[config.mk]
export PLATFORM = sky130hd
export DESIGN_NAME = if_id_skid_stage_flat
export DESIGN_NICKNAME = d
export VERILOG_FILES = /design/src/rtl/if_id_skid_stage_if.sv /design/src/rtl/if_id_skid_stage.sv /design/src/flat_wrapper.sv
export SDC_FILE = /design/constraint.sdc
export NUM_CORES = 1
export LEC_CHECK = 0
export ABC_AREA = 0
export CAP_MARGIN = 10
export CORE_AREA = 2 2 117 119
export DETAILED_ROUTE_END_ITERATION = 10
export DIE_AREA = 0 0 119 121
export GPL_TIMING_DRIVEN = 0
export PLACE_DENSITY = 0.74
export SLEW_MARGIN = 5
export SYNTH_ARGS = -nofsm -noshare
export SYNTH_HDL_FRONTEND = slang
export SYNTH_SLANG_ARGS = --single-unit
[constraint.sdc]
create_clock -name clk -period 11.3 [get_ports clk]
set_input_delay 1.695 -clock clk [delete_from_list [all_inputs] [get_ports clk]]
set_output_delay 1.695 -clock clk [all_outputs]
set_load 0.005 [all_outputs]
[src/rtl/if_id_skid_stage_if.sv]
// ============================================================================
// Module   : if_id_skid_stage_if
// Brief    : IF->ID valid/ready bus (IF-side inputs and ID-side outputs).
// Revision : 1.0
// ============================================================================
`default_nettype none

interface if_id_skid_stage_if #(
  parameter int PC_W   = 32,
  parameter int INST_W = 32
);
  logic              in_valid;
  logic              in_ready;
  logic [PC_W-1:0]   in_pc;
  logic [INST_W-1:0] in_inst;
  logic              out_valid;
  logic              out_ready;
  logic [PC_W-1:0]   out_pc;
  logic [INST_W-1:0] out_inst;

  // master: IF producer and ID consumer surrounding the stage
  modport master (
    output in_valid, in_pc, in_inst, out_ready,
    input  in_ready, out_valid, out_pc, out_inst
  );

  // slave: the pipeline stage itself
  modport slave (
    input  in_valid, in_pc, in_inst, out_ready,
    output in_ready, out_valid, out_pc, out_inst
  );
endinterface

`default_nettype wire

[src/rtl/if_id_skid_stage.sv]
// ============================================================================
// Module   : if_id_skid_stage
// Brief    : IF/ID stage with two-entry skid buffer, flush and halt drain.
// Revision : 1.0
// ============================================================================
`default_nettype none

module if_id_skid_stage #(
  parameter int                 PC_W         = 32,
  parameter int                 INST_W       = 32,
  parameter logic [INST_W-1:0]  NOP_INST     = 32'h00000013,
  parameter logic [INST_W-1:0]  HALT_INST    = 32'hFFFFFFFF,
  parameter int                 DRAIN_CYCLES = 4
) (
  input  wire                   clk,
  input  wire                   rst,
  input  wire                   flush,
  if_id_skid_stage_if.slave     bus,
  output logic                  halt_seen,
  output logic                  o_finish
);

  localparam logic [3:0] c_DRAIN = 4'(DRAIN_CYCLES);

  logic              r_main_valid;
  logic [PC_W-1:0]   r_main_pc;
  logic [INST_W-1:0] r_main_inst;
  logic              r_skid_valid;
  logic [PC_W-1:0]   r_skid_pc;
  logic [INST_W-1:0] r_skid_inst;
  logic              r_halt_seen;
  logic [3:0]        r_drain_cnt;
  logic              r_finish;

  logic w_in_ready;
  logic w_in_fire;
  logic w_out_fire;
  logic w_halt_fire;

  assign w_in_ready  = ~r_skid_valid & ~r_halt_seen;
  assign w_in_fire   = bus.in_valid & w_in_ready;
  assign w_out_fire  = r_main_valid & bus.out_ready;
  assign w_halt_fire = w_out_fire & (r_main_inst == HALT_INST);

  assign bus.in_ready  = w_in_ready;
  assign bus.out_valid = r_main_valid;
  assign bus.out_pc    = r_main_pc;
  assign bus.out_inst  = r_main_inst;
  assign halt_seen     = r_halt_seen;
  assign o_finish      = r_finish;

  // Main register keeps NOP/0 whenever it is empty so out_* need no muxing.
  always_ff @(posedge clk or posedge rst) begin
    if (rst) begin
      r_main_valid <= 1'b0;
      r_main_pc    <= '0;
      r_main_inst  <= NOP_INST;
      r_skid_valid <= 1'b0;
      r_skid_pc    <= '0;
      r_skid_inst  <= NOP_INST;
    end else if (flush || w_halt_fire) begin
      r_main_valid <= 1'b0;
      r_main_pc    <= '0;
      r_main_inst  <= NOP_INST;
      r_skid_valid <= 1'b0;
    end else if (!r_main_valid || w_out_fire) begin
      if (r_skid_valid) begin
        r_main_valid <= 1'b1;
        r_main_pc    <= r_skid_pc;
        r_main_inst  <= r_skid_inst;
        r_skid_valid <= 1'b0;
      end else if (w_in_fire) begin
        r_main_valid <= 1'b1;
        r_main_pc    <= bus.in_pc;
        r_main_inst  <= bus.in_inst;
      end else begin
        r_main_valid <= 1'b0;
        r_main_pc    <= '0;
        r_main_inst  <= NOP_INST;
      end
    end else if (w_in_fire) begin
      r_skid_valid <= 1'b1;
      r_skid_pc    <= bus.in_pc;
      r_skid_inst  <= bus.in_inst;
    end
  end

  // Drain counter starts once the halt has left the stage and saturates.
  always_ff @(posedge clk or posedge rst) begin
    if (rst) begin
      r_halt_seen <= 1'b0;
      r_drain_cnt <= 4'd0;
      r_finish    <= 1'b0;
    end else if (flush) begin
      r_halt_seen <= 1'b0;
      r_drain_cnt <= 4'd0;
      r_finish    <= 1'b0;
    end else begin
      if (w_halt_fire) begin
        r_halt_seen <= 1'b1;
      end
      if (r_halt_seen && (r_drain_cnt < c_DRAIN)) begin
        r_drain_cnt <= r_drain_cnt + 4'd1;
        if (r_drain_cnt + 4'd1 == c_DRAIN) begin
          r_finish <= 1'b1;
        end
      end
    end
  end

endmodule

`default_nettype wire
[src/flat_wrapper.sv]
// flat-port wrapper written by rule: the top's interface ports become plain ports
module if_id_skid_stage_flat 
#(
  parameter int                 PC_W         = 32,
  parameter int                 INST_W       = 32,
  parameter logic [INST_W-1:0]  NOP_INST     = 32'h00000013,
  parameter logic [INST_W-1:0]  HALT_INST    = 32'hFFFFFFFF,
  parameter int                 DRAIN_CYCLES = 4
)
  (clk, rst, flush, halt_seen, o_finish, bus_in_valid, bus_in_pc, bus_in_inst, bus_out_ready, bus_in_ready, bus_out_valid, bus_out_pc, bus_out_inst);
  if_id_skid_stage_if #(.PC_W(PC_W), .INST_W(INST_W)) bus_i ();
  input  wire clk;
  input  wire rst;
  input  wire flush;
  output logic halt_seen;
  output logic o_finish;
  input wire logic [$bits(bus_i.in_valid)-1:0] bus_in_valid;
  input wire logic [$bits(bus_i.in_pc)-1:0] bus_in_pc;
  input wire logic [$bits(bus_i.in_inst)-1:0] bus_in_inst;
  input wire logic [$bits(bus_i.out_ready)-1:0] bus_out_ready;
  output wire logic [$bits(bus_i.in_ready)-1:0] bus_in_ready;
  output wire logic [$bits(bus_i.out_valid)-1:0] bus_out_valid;
  output wire logic [$bits(bus_i.out_pc)-1:0] bus_out_pc;
  output wire logic [$bits(bus_i.out_inst)-1:0] bus_out_inst;
  assign bus_i.in_valid = bus_in_valid;
  assign bus_i.in_pc = bus_in_pc;
  assign bus_i.in_inst = bus_in_inst;
  assign bus_i.out_ready = bus_out_ready;
  assign bus_in_ready = bus_i.in_ready;
  assign bus_out_valid = bus_i.out_valid;
  assign bus_out_pc = bus_i.out_pc;
  assign bus_out_inst = bus_i.out_inst;
  if_id_skid_stage #(.PC_W(PC_W), .INST_W(INST_W), .NOP_INST(NOP_INST), .HALT_INST(HALT_INST), .DRAIN_CYCLES(DRAIN_CYCLES)) u_core (.clk(clk), .rst(rst), .flush(flush), .bus(bus_i), .halt_seen(halt_seen), .o_finish(o_finish));
endmodule
==> results.txt, run 1 <==
Quick summary of the implementation run below.

The run finished with clean final reports. The fraction of the cycle the final worst path needs is 31.57%. In this run the core area contains 42 standard-cell rows.

Summed over all nets, wire length on met3 after detailed routing comes to 721 um. The arrival time at the worst endpoint came out at 1870 ps. The worst-path maximum fanout is 10. The via count of the first global-routing pass is 4726. STA classifies the critical path endpoint as an output pin. The critical path required time is 9610 ps.

The endpoint of the worst-slack reg-to-reg timing path is u_core.bus.out_pc[7]$_DFFE_PP0P_. The number of setup buffers added after CTS is 0. The last element of the critical path is bus_in_ready. Per the CTS log, the root buffer master is sky130_fd_sc_hd__clkbuf_16. The transition at the pin with the smallest max-transition slack came out at 642.0 ps. The cell count of the worst reg-to-reg path came out at 6. The clock latency on the worst-skew pair is 430 ps. The synthesized netlist occupies a cell area of 6021 um^2. The count of port buffers added during placement is 135. The count of pins over their slew limit came out at 0. The met3 routing resource usage after global routing came out at 6.203%. The chip occupies 14400 um^2.

The number of endpoints failing setup at the final stage is 0. The most critical min-delay path falls under reg -> reg. The routed metal-1 wirelength came out at 6795 um. The top cell types in the final layout, fill and taps aside, are sky130_fd_sc_hd__clkdlybuf4s50_1, sky130_fd_sc_hd__dfrtp_1, sky130_fd_sc_hd__nor2_1, sky130_fd_sc_hd__nor3_1, sky130_fd_sc_hd__a221oi_1. The count of cells along the worst hold path is 1. After synthesis, the design contains 476 cells according to Yosys. The layout summary lists the proportion of cells stronger than drive strength 1 as 17.39%.

The sum of overflow across all layers after global routing came out at 0. The number of CTS-inserted buffers came out at 17. Before antenna repair, the detailed router went through 4 iterations. By area the synthesized netlist is led by sky130_fd_sc_hd__dfrtp_1, sky130_fd_sc_hd__mux2_4, sky130_fd_sc_hd__a221oi_1, sky130_fd_sc_hd__nor3_1, sky130_fd_sc_hd__nor2_1. The vias per cell is 5.483. The height of the die is 121 um.

The maximum vdd ir drop came out at 0.09016 mV. The portion of the post-synthesis area used by sequential elements came out at 56.65%. The number of antenna violations at the first check in global routing is 0. The register bit count reported by yosys came out at 136.

The remaining max-slew budget at the tightest pin came out at 57.20%. The clock passes through at most 2 buffers. Setup repair after global routing left no endpoint under its margin. The worst hold endpoint is u_core.r_skid_pc[25]$_DFFE_PP0P_. In the global route stage, met2 resource usage came out at 35.96%. The average cell area after synthesis came out at 12.65 um^2. The average routed wire per standard cell is 18.59 um.

The kind of critical path is reg -> out. The clock period minus final worst setup slack came out at 3567 ps. The number of buffer and inverter instances along the worst setup path came out at 2. 137 I/O pins were placed.
[run 1: power breakdown]
part | leakage (uW) | switching, uW | total (uW) | internal (uW)
logic | 0.00170 | 77.2 | 221 | 143
registers | 0.00173 | 46.8 | 612 | 565
clock network | 0.000276 | 196 | 527 | 331
total | 0.00371 | 320 | 1360 | 1040
[run 1: worst register-to-register path, delay by kind of cell, from the launching register on]
family | cells | cell delay [ps]
and+or+nand+nor | 3 | 760
buffers and inverters | 2 | 690
DFF | 1 | 560
AOI/OAI and AO/OA | 1 | 230
[run 1: flip-flops by register name, summed over array words and instances (netlist names)]
name,count
u_core.r_skid_pc,32
u_core.r_skid_valid,1
u_core.halt_seen,1
u_core.r_drain_cnt,4
u_core.bus.out_inst,32
u_core.r_skid_inst,32
u_core.bus.out_pc,32
u_core.o_finish,1
u_core.bus.out_valid,1
[run 1: area by class of cell]
cell class	count	share of cell area, %
plain buffers	43	3.424
clock buffers	29	6.359
clock inverters	3	0.4891
inverters	3	0.1987
multi-input cells	294	28.32
flip-flops and latches	136	41.67
well taps	176	2.690
repair buffers	136	16.84
[run 1: cells by family (layout without fill, tap and decap cells)]
kind of cell / after synthesis / in the layout / share of synthesized area, %
compound gates: 71 / 71 / 10.10
xor+xnor: 1 / 1 / 0.1455
fa+ha+maj: 2 / 2 / 0.4156
buf+inv: 46 / 214 / 4.842
flops: 136 / 136 / 56.65
mux: 65 / 65 / 15.88
simple gates: 155 / 155 / 11.97
[run 1: per-stage QoR]
step                hold WS, ps  total power (uW)  cells  area (um^2)  setup WS (ps)
floorplan                 478.7             743.8    476         6021           5975
CTS                       510.9              1366    820         8185           7705
global placement          487.1             826.7    787         7592           4302
finish                    510.5              1360    820         8185           7733
detailed placement        493.9             837.1    788         7625           7383
global route              521.3              1415    820         8185           7622
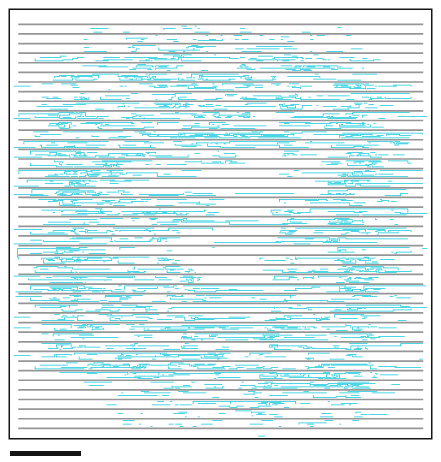
run_1/layer_met1.png
Bar = 20 um. Supply wires on this layer in grey.
longest straight run	46.0 um
wire length on this layer	6800 um
share of all routed wire	45%
fraction of met1 tracks used by global routing: 28.92%
overall via count from detail_route: 4496
drt total wl: 15250 um

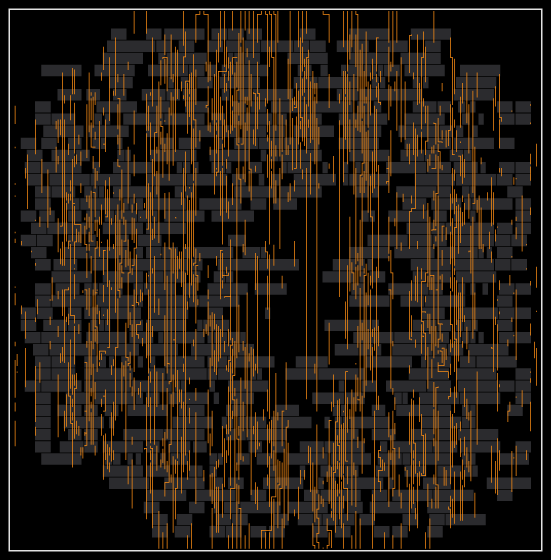
run_1/layer_met2.png
main direction	vertical
nets with wire on the layer	628

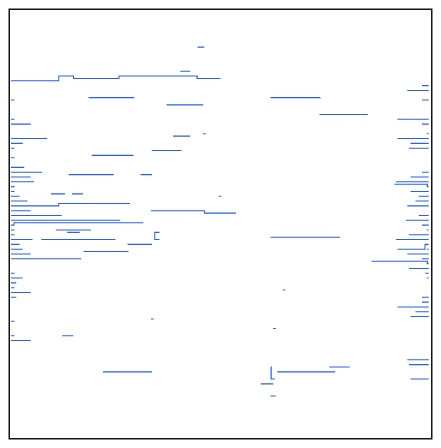
run_1/layer_met3.png
share of all routed wire	4.7%
main direction	horizontal
nets with wire on the layer	93

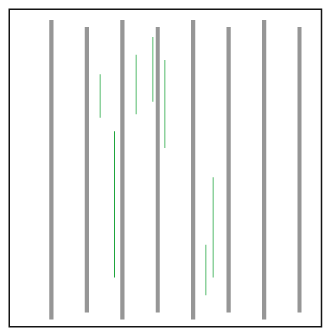
run_1/layer_met4.png
Supply wires on this layer in grey.
share of all routed wire	1.4%
longest straight run	55.8 um
wire length on this layer	209 um
main direction	vertical

run_1/congestion.png
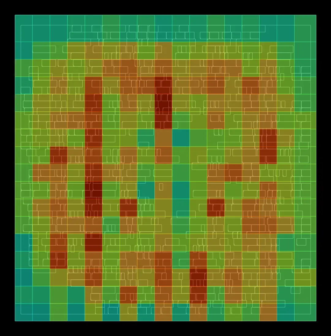

==> run 1 -> run 2 <==
- clock period: 11.3 -> 3.4 ns (I/O delays scaled with it)
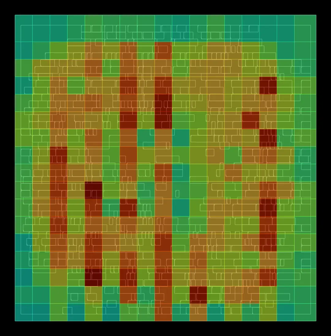
run_2/congestion.png
routed length per instance: 19.04 um
met3 GRT Util: 5.498%
Util after Layout: 63.02%

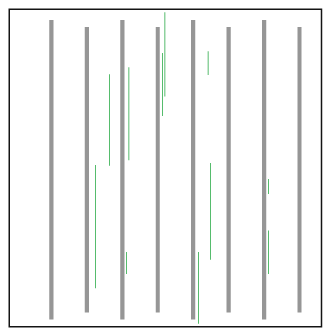
run_2/layer_met4.png
Supply wires on this layer in grey.
main direction	vertical
wire length on this layer	275 um

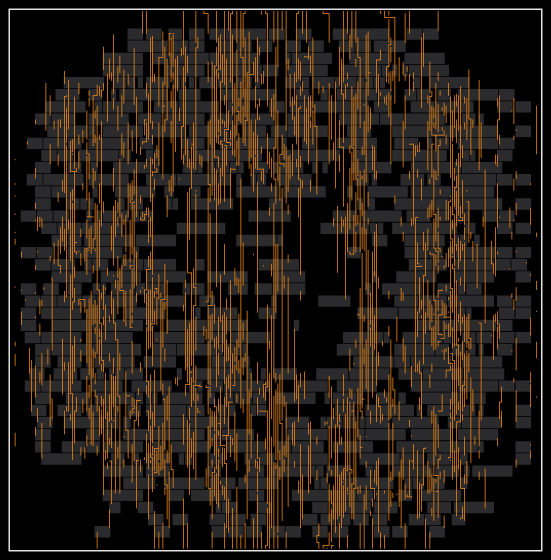
run_2/layer_met2.png
wire length on this layer	7690 um
longest straight run	52.0 um
share of all routed wire	49%
main direction	vertical
drt total wl: 15650 um
overall via count from detail_route: 4696

==> results.txt, run 2 <==
Quick summary of the implementation run below.

Outcome: complete, no violations (unchanged). The transition at the pin with the smallest max-transition slack is 625.4 ps (was 642.0 ps). The register bit count reported by yosys is 136 (unchanged).

The number of antenna violations at the first check in global routing is 0 (unchanged). The number of standard-cell rows in the floorplan was 42 (unchanged). The cell area after layout is 8247 um^2 (was 8185 um^2). The total iterations of the first detailed-routing run is 5 (was 4).

The worst hold endpoint is u_core.halt_seen$_DFFE_PP0P_ (was u_core.r_skid_pc[25]$_DFFE_PP0P_). RSZ-0062 raised after global routing: no (unchanged). The fraction of the cycle the final worst path needs came out at 70.92%.

The fraction of final layout cells sized beyond drive strength 1 is 18.11% (was 17.39%). The kind of critical path is reg -> out (unchanged). The remaining max-slew budget at the tightest pin came out at 58.31% (was 57.20%).

The synthesized-area fraction occupied by and/or/nand/nor cells is 11.97% (unchanged). The maximum vdd ir drop is 0.3155 mV (was 0.09016 mV). The clock latency on the worst-skew pair came out at 420 ps (was 430 ps). The final cell count without fillers came to 822 (was 820).

The power group with the largest share is registers (unchanged). The power attributed to combinational cells came out at 743 uW (was 221 uW). Largest cells by area: sky130_fd_sc_hd__dfrtp_1, sky130_fd_sc_hd__mux2_4, sky130_fd_sc_hd__a221oi_1, sky130_fd_sc_hd__nor3_1, sky130_fd_sc_hd__nor2_1 (unchanged). The clock network power came to 1850 uW (was 527 uW).

The number of CTS-inserted buffers is 17 (unchanged). The cell count listed in synth_stat.txt came to 476 (unchanged). The average cell area after synthesis is 12.65 um^2 (unchanged). The synthesized cell area is 6021 um^2 (unchanged). The cell at the root of the clock tree is sky130_fd_sc_hd__clkbuf_16 (unchanged).

The proportion of synthesized area in mux cells is 15.88% (unchanged). Leading cell types in the layout, fill and taps excluded: sky130_fd_sc_hd__clkdlybuf4s50_1, sky130_fd_sc_hd__dfrtp_1, sky130_fd_sc_hd__nor2_1, sky130_fd_sc_hd__nor3_1, sky130_fd_sc_hd__a221oi_1 (unchanged). The cell count of the worst reg-to-reg path is 6 (unchanged). The vias per cell came to 5.713 (was 5.483). The sum of overflow across all layers after global routing is 0 (unchanged).

The count of port buffers added during placement is 135 (unchanged). The via count of the first global-routing pass was 4820 (was 4726). The type of element capturing the critical path is an output pin (unchanged).

The number of setup buffers added after CTS came out at 0 (unchanged). The post-detailed-placement cell area is 7656 um^2 (was 7625 um^2). The number of buffers on the longest clock path is 2 (unchanged). The combinational family with the most area after synthesis is multiplexers (unchanged). The worst path in the final design needs a cycle of 2411 ps, including I/O delays and setup.
-- run 2: how the worst max path moves through the flow --
stage | slack (ps) | to | cells after the start
6_report | 990 | bus_in_ready | 3
5_1_grt | 810 | u_core.bus.out_pc[0]$_DFFE_PP0P_ | 7
4_1_cts | 960 | bus_in_ready | 3
3_5_place_dp | 690 | u_core.bus.out_inst[17]$_DFFE_PP0P_ | 7
3_3_place_gp | 110 | u_core.bus.out_pc[21]$_DFFE_PP0P_ | 2
2_1_floorplan | 1200 | u_core.bus.out_inst[10]$_DFFE_PP0P_ | 1
-- run 2: layer usage --
| metal | vias up | GRT usage [%] | wire, um | part of all wire [%] |
|---|---|---|---|---|
| met5 | - | 0 | 0 | 0 |
| met4 | 0 | 9.375 | 275 | 1.8 |
| met3 | 28 | 5.498 | 824 | 5.3 |
| met2 | 180 | 35.38 | 7685 | 49 |
| met1 | 2392 | 29.20 | 6863 | 44 |
| li1 | 2096 | - | - | - |
-- run 2: cell type report --
cell class / count / area, um^2 / area share, %
sequential: 136 / 3411 / 41.36
multi-input combinational: 294 / 2318 / 28.11
timing repair buffer: 138 / 1411 / 17.11
clock buffer: 23 / 467.9 / 5.674
buffer: 43 / 280.3 / 3.399
tap: 176 / 220.2 / 2.670
clock inverter: 9 / 122.6 / 1.487
inverter: 3 / 15.01 / 0.1821
-- run 2: worst max-delay path, cell delays in order, from the launching register on --
cell and delay, ps:
sky130_fd_sc_hd__dfrtp_1 350, sky130_fd_sc_hd__clkbuf_1 490, sky130_fd_sc_hd__nor2_1 150, sky130_fd_sc_hd__clkdlybuf4s50_1 490
-- run 2: per-stage QoR --
stage                     total power, uW  setup WS (ps)
final                                4626          988.6
after floorplan                      2472           1202
after detailed placement             2793          692.5
after global routing                 4802          813.8
after global placement               2747          107.9
after CTS                            4646          964.3
run_2/layer_met1.png
Bar = 20 um. Supply wires on this layer in grey.
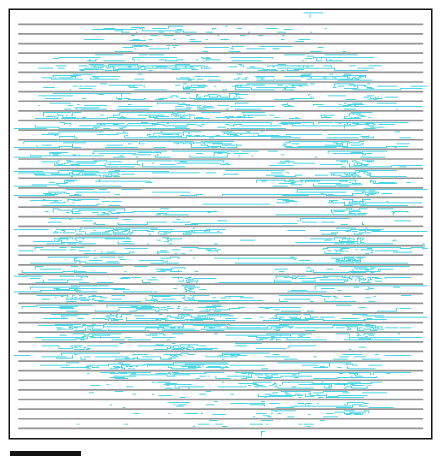

==> run 2 -> run 3 <==
- CORE_AREA: 2 2 117 119 -> 2 2 119 121
- DIE_AREA: 0 0 119 121 -> 0 0 121 123
- PLACE_DENSITY: 0.74 -> 0.75
- clock period: 3.4 -> 2.2 ns (I/O delays scaled with it)
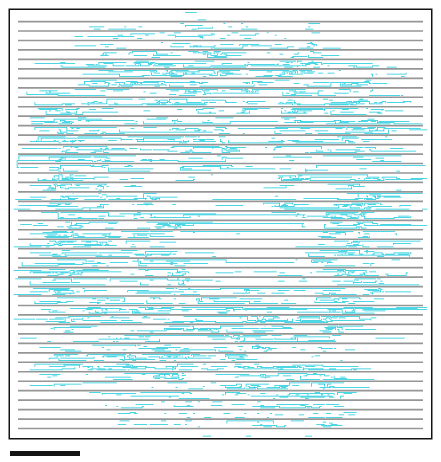
run_3/layer_met1.png
Bar = 20 um. Supply wires on this layer in grey.
nets with wire on the layer	620
wire length on this layer	6990 um
longest straight run	49.7 um
fraction of met1 tracks used by global routing: 29.49%
overall via count from detail_route: 4655

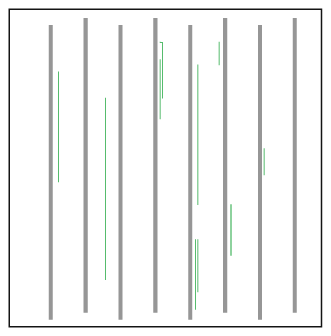
run_3/layer_met4.png
Supply wires on this layer in grey.
wire length on this layer	300 um
longest straight run	70.7 um
main direction	vertical

==> results.txt, run 3 <==
Quick summary of the implementation run below.

The critical path's largest stage delay came out at 560 ps (was 490 ps). The final worst-path setup slack is 120.6 ps (was 988.6 ps). The largest delay contributor family on the critical path is buffers and inverters (unchanged). The final-layout worst hold slack is 302.8 ps (was 466.9 ps). The fraction of the cycle the final worst path needs is 94.52%. The number of primary I/O pins came out at 137 (unchanged). The via count of the first global-routing pass came to 4787 (was 4820). After layout, the minimum clock period comes to 2079 ps.

Worst-path cell chain: clkbuf_2 -> nor2_1 -> clkdlybuf4s50_1 (was clkbuf_1 -> nor2_1 -> clkdlybuf4s50_1). Leading cell types in the layout, fill and taps excluded: sky130_fd_sc_hd__clkdlybuf4s50_1, sky130_fd_sc_hd__dfrtp_1, sky130_fd_sc_hd__nor2_1, sky130_fd_sc_hd__nor3_1, sky130_fd_sc_hd__a221oi_1 (unchanged). The average routed wire per standard cell was 19.54 um (was 19.04 um). The fraction of final layout cells sized beyond drive strength 1 came out at 20.47% (was 18.11%). Largest cells by area: sky130_fd_sc_hd__dfrtp_1, sky130_fd_sc_hd__mux2_4, sky130_fd_sc_hd__a221oi_1, sky130_fd_sc_hd__nor3_1, sky130_fd_sc_hd__nor2_1 (unchanged). The last element of the critical path is bus_in_ready (unchanged). RSZ-0062 raised after global routing: no (unchanged). The average cell area after synthesis is 12.65 um^2 (unchanged). The number of CTS-inserted buffers came out at 17 (unchanged).

The cell area after layout came out at 8272 um^2 (was 8247 um^2). The portion of the post-synthesis area used by sequential elements is 56.65% (unchanged). The endpoint of the worst-slack reg-to-reg timing path was u_core.bus.out_inst[25]$_DFFE_PP0P_ (was u_core.bus.out_inst[2]$_DFFE_PP0P_). Outcome: complete, no violations (unchanged). The kind of critical path is reg -> out (unchanged). The synthesized cell area came to 6021 um^2 (unchanged). The maximum vdd ir drop is 0.5228 mV (was 0.3155 mV).
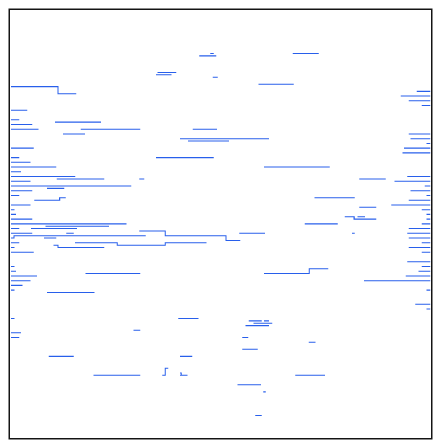
run_3/layer_met3.png
nets with wire on the layer	105
main direction	horizontal
wire length on this layer	895 um
longest straight run	37.7 um
met3 GRT Util: 5.074%
drt total wl: 16120 um

[run 3: area by class of cell]
type                       count  area, um^2  area share [%]
multi-input combinational    294        2326           28.12
timing repair buffer         138        1411           17.06
inverter                       3       15.01          0.1815
tap                          180       225.2           2.723
sequential                   136        3411           41.23
clock inverter                14       156.4           1.891
clock buffer                  18       439.2           5.309
buffer                        42       287.8           3.479
[run 3: cell families (layout without fill, tap and decap cells)]
group | count (synthesis) | in the layout | share of synthesized area (%)
AOI/OAI and AO/OA | 71 | 71 | 10.10
xor gates and xnor gates | 1 | 1 | 0.1455
adders and majority gates | 2 | 2 | 0.4156
buffers and inverters | 46 | 215 | 4.842
DFF | 136 | 136 | 56.65
muxes | 65 | 65 | 15.88
and+or+nand+nor | 155 | 155 | 11.97
[run 3: worst min path at each step]
stage          slack, ps                                 end  cells after the start                               start
3_5_place_dp         490    u_core.r_skid_pc[16]$_DFFE_PP0P_                      1    u_core.r_skid_pc[16]$_DFFE_PP0P_
6_report             300   u_core.r_drain_cnt[0]$_DFFE_PP0P_                      2                               flush
3_3_place_gp         490  u_core.r_skid_inst[27]$_DFFE_PP0P_                      1  u_core.r_skid_inst[27]$_DFFE_PP0P_
5_1_grt              330   u_core.r_drain_cnt[0]$_DFFE_PP0P_                      2                               flush
2_1_floorplan        480   u_core.r_skid_inst[0]$_DFFE_PP1P_                      1                      bus_in_inst[0]
4_1_cts              300   u_core.r_drain_cnt[0]$_DFFE_PP0P_                      2                               flush
[run 3: where the power goes]
group	total, uW	internal (uW)	switching [uW]
Clock	2880	1800	1090
Combinational	1150	745	407
Sequential	3150	2900	250
Total	7180	5440	1740
[run 3: metal layers]
layer  vias up  routed length [um]
li1       2082                   -
met1      2382                6987
met2       165                7938
met3        26                 894
met4         0                 300
met5         -                   0
No activity file was given, so power comes from the tool's default toggle rates.
